--- config.mk ---
export PLATFORM = sky130hd
export DESIGN_NAME = iob_eth_mem_arbiter
export DESIGN_NICKNAME = d
export VERILOG_FILES = /design/src/rtl/iob_eth_mem_arbiter.sv
export SDC_FILE = /design/constraint.sdc
export NUM_CORES = 1
export LEC_CHECK = 0
export ABC_AREA = 1
export ABC_CLOCK_PERIOD_IN_PS = 1400
export CAP_MARGIN = 25
export CORE_AREA = 5 5 105 107
export CTS_BUF_LIST = sky130_fd_sc_hd__clkbuf_8
export DETAILED_ROUTE_END_ITERATION = 16
export DIE_AREA = 0 0 110 112
export GPL_TIMING_DRIVEN = 0
export PLACE_DENSITY_LB_ADDON = 0.08
export SYNTH_ARGS = -nofsm -noshare
export SYNTH_HDL_FRONTEND = slang
export SYNTH_SLANG_ARGS = --single-unit
--- constraint.sdc ---
create_clock -name clk -period 1.4 [get_ports clk]
set_input_delay 0.21 -clock clk [delete_from_list [all_inputs] [get_ports clk]]
set_output_delay 0.21 -clock clk [all_outputs]
set_load 0.01 [all_outputs]
--- src/rtl/iob_eth_mem_arbiter.sv ---
// Round-robin arbiter sharing one IOb-native memory slave port between N_MASTERS
// IOb-native masters; one transaction outstanding, with an optional bus timeout.
module iob_eth_mem_arbiter #(
  parameter int N_MASTERS = 2,
  parameter int ADDR_W    = 32,
  parameter int DATA_W    = 32,
  parameter int TIMEOUT   = 255
) (
  input  logic                              clk,
  input  logic                              rst,
  input  logic [N_MASTERS-1:0]              m_valid,
  input  logic [N_MASTERS*ADDR_W-1:0]       m_addr,
  input  logic [N_MASTERS*DATA_W-1:0]       m_wdata,
  input  logic [N_MASTERS*(DATA_W/8)-1:0]   m_wstrb,
  output logic [DATA_W-1:0]                 m_rdata,
  output logic [N_MASTERS-1:0]              m_ready,
  output logic [N_MASTERS-1:0]              m_err,
  output logic                              s_valid,
  output logic [ADDR_W-1:0]                 s_addr,
  output logic [DATA_W-1:0]                 s_wdata,
  output logic [DATA_W/8-1:0]               s_wstrb,
  input  logic [DATA_W-1:0]                 s_rdata,
  input  logic                              s_ready,
  output logic [$clog2(N_MASTERS)-1:0]      grant
);

  localparam int          GW       = $clog2(N_MASTERS);
  localparam int          SW       = DATA_W / 8;
  localparam int unsigned NM       = N_MASTERS;
  localparam int          CW       = (TIMEOUT > 0) ? $clog2(TIMEOUT + 1) : 1;
  localparam logic [CW-1:0] CNT_LAST = (TIMEOUT > 0) ? CW'(TIMEOUT - 1) : '0;

  typedef enum logic {IDLE, BUSY} state_t;

  state_t        state_q, state_d;
  logic [GW-1:0] grant_q, grant_d;
  logic [CW-1:0] cnt_q, cnt_d;
  logic [GW-1:0] pick;
  logic [GW-1:0] idx_g;
  int unsigned   idx;
  logic          timeout_hit;

  // Scan from the farthest candidate to the nearest so the first requester after
  // grant_q is the last one written and therefore wins.
  always_comb begin
    pick  = grant_q;
    idx   = 0;
    idx_g = '0;
    for (int unsigned k = NM; k >= 1; k--) begin
      idx   = (32'(grant_q) + k) % NM;
      idx_g = GW'(idx);
      if (m_valid[idx_g]) pick = idx_g;
    end
  end

  assign timeout_hit = (TIMEOUT != 0) && (cnt_q == CNT_LAST);

  always_comb begin
    state_d = state_q;
    grant_d = grant_q;
    cnt_d   = cnt_q;
    case (state_q)
      IDLE: begin
        if (|m_valid) begin
          grant_d = pick;
          cnt_d   = '0;
          state_d = BUSY;
        end
      end
      BUSY: begin
        if (s_ready || timeout_hit) state_d = IDLE;
        else if (TIMEOUT != 0)      cnt_d   = cnt_q + 1'b1;
      end
      default: state_d = IDLE;
    endcase
  end

  always_comb begin
    s_valid = (state_q == BUSY);
    s_addr  = m_addr[grant_q*ADDR_W +: ADDR_W];
    s_wdata = m_wdata[grant_q*DATA_W +: DATA_W];
    s_wstrb = m_wstrb[grant_q*SW +: SW];
    m_ready = '0;
    m_err   = '0;
    m_rdata = '0;
    // A reset landing mid-transaction aborts it silently.
    if (state_q == BUSY && !rst) begin
      if (s_ready) begin
        m_ready[grant_q] = 1'b1;
        m_rdata          = s_rdata;
      end else if (timeout_hit) begin
        m_ready[grant_q] = 1'b1;
        m_err[grant_q]   = 1'b1;
      end
    end
  end

  assign grant = grant_q;

  always_ff @(posedge clk) begin
    if (rst) begin
      state_q <= IDLE;
      grant_q <= GW'(N_MASTERS - 1);
      cnt_q   <= '0;
    end else begin
      state_q <= state_d;
      grant_q <= grant_d;
      cnt_q   <= cnt_d;
    end
  end

endmodule
**Run 1: pin map**

(4 px per um) Pins as bars across the die edge, other pins in grey.
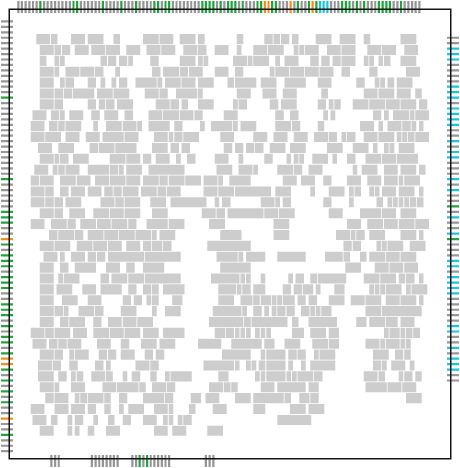
Orange marks m_wstrb, pins 8, direction input, edge 4 left, 4 top. Green marks m_wdata, pins 64, direction input, edge 36 top, 24 left, 2 bottom, 2 right. Cyan marks s_rdata, pins 32, direction input, edge 29 right, 3 top.
floorplan die width: 110 um
Die Ht: 112 um
IO Port Bufs: 277

**Run 1: cell placement**

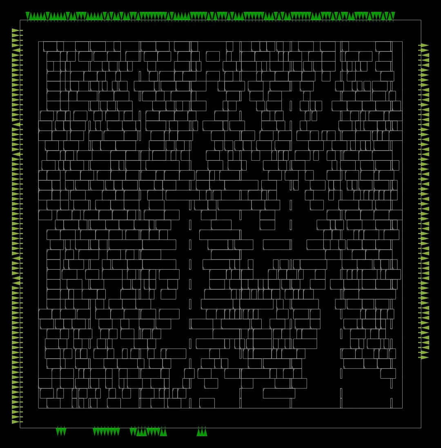
non-filler instance count after layout: 855
flop share of the area: 3.393%
flip-flops: 10

**Run 1: port wiring**

(2 px per um)
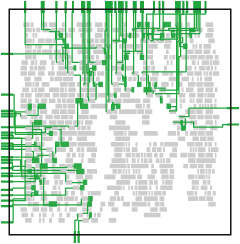
Green marks m_wdata, bits 64, direction input, edge 36 top, 24 left, 2 bottom, 2 right, end cells 64, buffers 64, wire 2100 um.

**Run 1: drive-strength map**

(4 px per um)
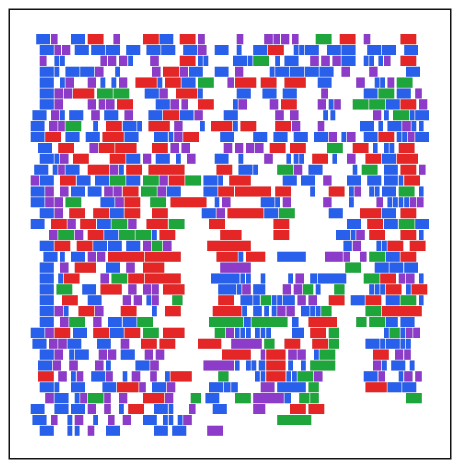
Green marks drive 3 to 4, cells 65, share 9.0%. Red marks drive 6 and up, cells 131, share 18%. Purple marks drive 2, cells 192, share 27%. Blue marks drive 1 or less, cells 331, share 46%.

run 1: flip-flops by register name, summed over array words and instances (netlist names):
signal   cells
cnt_q        8
grant        1
s_valid      1
run 1: through the flow:
step | instance area (um2) | hold WS (ns) | TNS, ns | setup slack [ns]
2_1_floorplan | 1690 | 0.2791 | 0 | 0.008937
3_3_place_gp | 4633 | 0.4516 | -71.67 | -0.8874
3_5_place_dp | 4633 | 0.4647 | -72.24 | -0.9113
4_1_cts | 5502 | 0.4122 | -9.626 | -0.2715
5_1_grt | 6269 | 0.4375 | -18.35 | -0.3270
6_report | 6269 | 0.4011 | -12.10 | -0.2153
run 1: cells by family after synthesis:
family	after synthesis
and+or+nand+nor	319
xor gates and xnor gates	4
buffers and inverters	33
AOI/OAI and AO/OA	6
DFF	10
adders and majority gates	2
==> notes.md, run 1 <==
Physical implementation

The run finished, with violations left. The checks that failed: setup timing. The hold path depth is 2. The number of standard cells after synthesis is 374.

The part of the total power dissipated in the clock network is 12.0%. The flow reports an fmax of 619.1 MHz. The number of instances in the placed design is 787. Multiplexer cells account for 0% of the synthesized area. 279 I/O pins were placed. The post-route minimum period is 1.615 ns. Entering global routing, the biggest net connects 11 pins.

The simple-gate area share of the yosys netlist is 74.59%. After detailed routing, the total wire length is 14290 um. The clock root buffer master is sky130_fd_sc_hd__clkbuf_8. The leakage power summed over all cells is 0.002999 uW. Setup repair after global routing could not meet its margin everywhere. STA classifies the critical path endpoint as a register. The start-to-end type of the worst setup path is reg2reg. Looking at the power breakdown, combinational cells take 78.3% of the total.

The number of inverters outside the clock class in the layout is 13. The worst min-delay path endpoint is cnt_q[3]$_SDFFE_PP0P_. The clock buffers instantiated in the layout total 4. The total of endpoints with negative setup slack in the final report is 113. The final net count is 895. The total power density per cell area is 490.7 nW/um2. The final antenna diode tally reported by the flow is 0.

The most frequent logic cell in the layout is sky130_fd_sc_hd__clkdlybuf4s50_1. The reg2reg setup slack is -0.22 ns. The number of nets handed over by synthesis was 549.

The final clock skew is 0.001678 ns. The leading power group is combinational cells. On the worst path, the slowest cell contributes a delay of 0.32 ns.

The floorplan has 37 rows. The number of distinct library cells after synthesis is 22. The combined area of all synthesized cells is 1684 um2. The synthesis-to-finish area growth is 272.2%. The HPWL after detailed placement is 10740 um.

Setup slack on the critical path of the routed design comes to -0.2153 ns. Synthesis inferred 10 register bits. The TritonCTS sink count is 10. Leaving out fill and tap cells, the most frequent cells in the layout are 170 x sky130_fd_sc_hd__clkdlybuf4s50_1, 124 x sky130_fd_sc_hd__nand2_2, 116 x sky130_fd_sc_hd__nand2_1.

The routing usage on met1 is 19.28%. The count of vias placed by the detailed router is 3642. The share of final layout cell area taken by clock buffers and inverters is 0.8782%.

The relative contribution of sequential cells to total power is 9.8%.
## Run 2: what changed since run 1
Settings changed: ABC_CLOCK_PERIOD_IN_PS 1400 to 2000, CORE_AREA 5 5 105 107 to 5 5 107 109, DIE_AREA 0 0 110 112 to 0 0 112 114.
Clock period 1.4 ns to 2 ns, I/O delays scaled along.
**Run 2: pin map**

(4 px per um) Pins as bars across the die edge, other pins in grey.
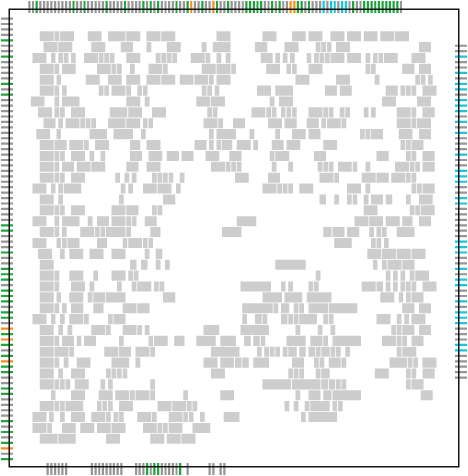
Orange marks m_wstrb, pins 8, direction input, edge 4 left, 4 top. Cyan marks s_rdata, pins 32, direction input, edge 27 right, 5 top. Green marks m_wdata, pins 64, direction input, edge 34 top, 26 left, 4 bottom.

==> notes.md, run 2 <==
Physical implementation

From bottom edge to top edge, the die measures 114 um. During I/O placement, the number of pins put on the boundary was 279. The start-to-end type of the worst setup path is reg2out. The flow ran to the end, and the final reports show no timing, DRC or antenna violations. The aggregate negative setup slack is 0 ns. The hold path depth is 2.

The placement-stage worst setup slack is -0.4656 ns. The logic gate share of total power is 70.1%. Once detailed placement completed, the half-perimeter wirelength came to 10100 um.

The most common logic cells in the final layout are 265 x sky130_fd_sc_hd__nand2_1, 197 x sky130_fd_sc_hd__clkdlybuf4s50_1, 61 x sky130_fd_sc_hd__dlygate4sd2_1. The total inserted antenna cells is 0. The leakage component of the power was reported as 0.002549 uW. Compared with the post-synthesis result, the final layout area differs by 182.8%. The top cell type in the final layout, fill and taps aside, is sky130_fd_sc_hd__nand2_1. The leading power group is combinational cells. The peak clock frequency supported by timing is 519.9 MHz. The most critical hold endpoint after final layout shows a slack of 0.4635 ns. The maximum number of pins on one net before global-route repair is 11. Setup repair after global routing could not meet its margin everywhere. The post-route minimum period is 1.923 ns. Clock tree synthesis selected as its root buffer the cell sky130_fd_sc_hd__clkbuf_8. At floorplan, the net count of the design was reported as 549. For this run, the post-layout net count is 831. The cell count after synthesis came out at 374. The worst hold path terminates at cnt_q[7]$_SDFFE_PP0P_.

Once placement finished, the instance area stood at 4632 um2. The chip width is 112 um. In the final run the clock tree shows a worst skew of 0.001156 ns. After routing the design area is 4762 um2. The total of endpoints with negative setup slack in the final report is 0. The synthesized netlist occupies a cell area of 1684 um2.

The detailed router placed 3158 vias in this run. The timing report gives the worst reg2reg path a setup slack of 0.51 ns. Input and output buffers added on the ports amount to 277. The routed wire length is 11390 um. The TritonCTS sink count is 10. The total power density per cell area is 329.2 nW/um2. The number of standard cells in the layout, taps in and fillers out is 795.
==> run 2: logic make-up after synthesis <==
group	Yosys count	share of synthesized area (%)
adder cells (fa/ha/maj)	2	1.486
XOR/XNOR	4	2.081
flip-flops	10	11.89
AND/OR/NAND/NOR	319	74.59
AND-OR/OR-AND	6	2.080
buffers and inverters	33	7.875
==> run 2: repair_timing <==
action | CTS | global route
buffers inserted | 0 | 0
setup endpoints to repair | 104 | 40
hold buffers | 0 | 0
resized | 108 | 27
==> run 2: area by class of cell <==
cell class                      count  share of cell area [%]
Clock buffer                        4                   1.156
Sequential cell                    10                   4.283
Timing Repair Buffer              277                   57.28
Multi-Input combinational cell    331                   28.56
Tap cell                          140                   3.678
Inverter                           11                   1.025
Buffer                             22                   4.020
## Run 3: what changed since run 2
Settings changed: CORE_AREA 5 5 107 109 to 2 2 110 112.
**Run 3: metal layers overlaid**

(4 px per um) Only two layers are drawn.
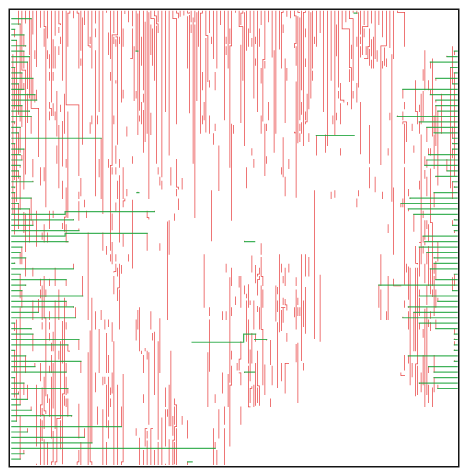
Green marks met3, wire length 1030 um. Red marks met2, wire length 5740 um.

==> notes.md, run 3 <==
Physical implementation

Setup slack on the worst path after placement came out at -0.5626 ns. Summed over all layers, the routed wires come to 10870 um. The final design instance area without fill is 4802 um2. The flow ran to the end, and the final reports show no timing, DRC or antenna violations. STA classifies the critical path endpoint as an output pin. Leaving out fill and tap cells, the most frequent cell in the layout is sky130_fd_sc_hd__nand2_1. The smallest hold slack is 0.4741 ns.

The number of distinct library cells after synthesis is 22. The relative contribution of sequential cells to total power is 13.8%. The area fraction in xor and xnor cells is 2.080%. The routing usage on met1 is 16.05%. The largest family of logic cells by area is simple AND/OR/NAND/NOR gates.

The flip-flop count of the largest register, all copies and words added is 8. The number of buffers inserted by hold repair at cts is 0. The total nets after synthesis is 549. The part of the total power dissipated in the clock network is 13.7%. The final worst slack is 0.07604 ns. The TritonCTS sink count is 10. For this run, the script counts the antenna cells in the layout as 0. Counting every instance in the synthesized netlist gives 374. The post-route minimum period is 1.924 ns. Once detailed placement completed, the half-perimeter wirelength came to 9568 um.

The leakage power summed over all cells is 0.002679 uW. The number of standard cells in the layout, taps in and fillers out is 801. After the last flow step, the layout net total stands at 831. The count of buffers inserted at the top-level ports is 277. cnt_q holds more flip-flops than any other register. The peak clock frequency supported by timing is 519.8 MHz.

On the worst path, the slowest cell contributes a delay of 0.53 ns. The final clock skew is 0.002106 ns. The clock root buffer master is sky130_fd_sc_hd__clkbuf_8. Per the OpenROAD floorplan log, the width of the die is 112 um.

The report lists the number of standard-cell rows as 40. Per the synthesis report, the AND-OR/OR-AND share of the synthesized area is 2.080%.
## run 3: cell counts after synthesis
Identical to the previous run, type by type.
## run 3: final timing paths
kind                                       startpoint                     to  slack, ns  cells past startpoint
worst max-delay path               grant$_SDFFE_PP1P_            s_wdata[22]       0.08                      6
worst min-delay path            cnt_q[1]$_SDFFE_PP0P_  cnt_q[1]$_SDFFE_PP0P_       0.47                      2
worst max register to register  cnt_q[0]$_SDFFE_PP0P_  cnt_q[7]$_SDFFE_PP0P_       0.53                      9
worst min register to register  cnt_q[1]$_SDFFE_PP0P_  cnt_q[1]$_SDFFE_PP0P_       0.47                      2
## run 3: final cells by class
cell class	count	share of cell area [%]
timing repair buffer	277	57.79
buffer	22	4.065
multi-input combinational	331	28.19
sequential	10	4.247
clock buffer	3	0.8598
inverter	11	1.016
tap	147	3.830
No activity file was given, so power comes from the tool's default toggle rates.
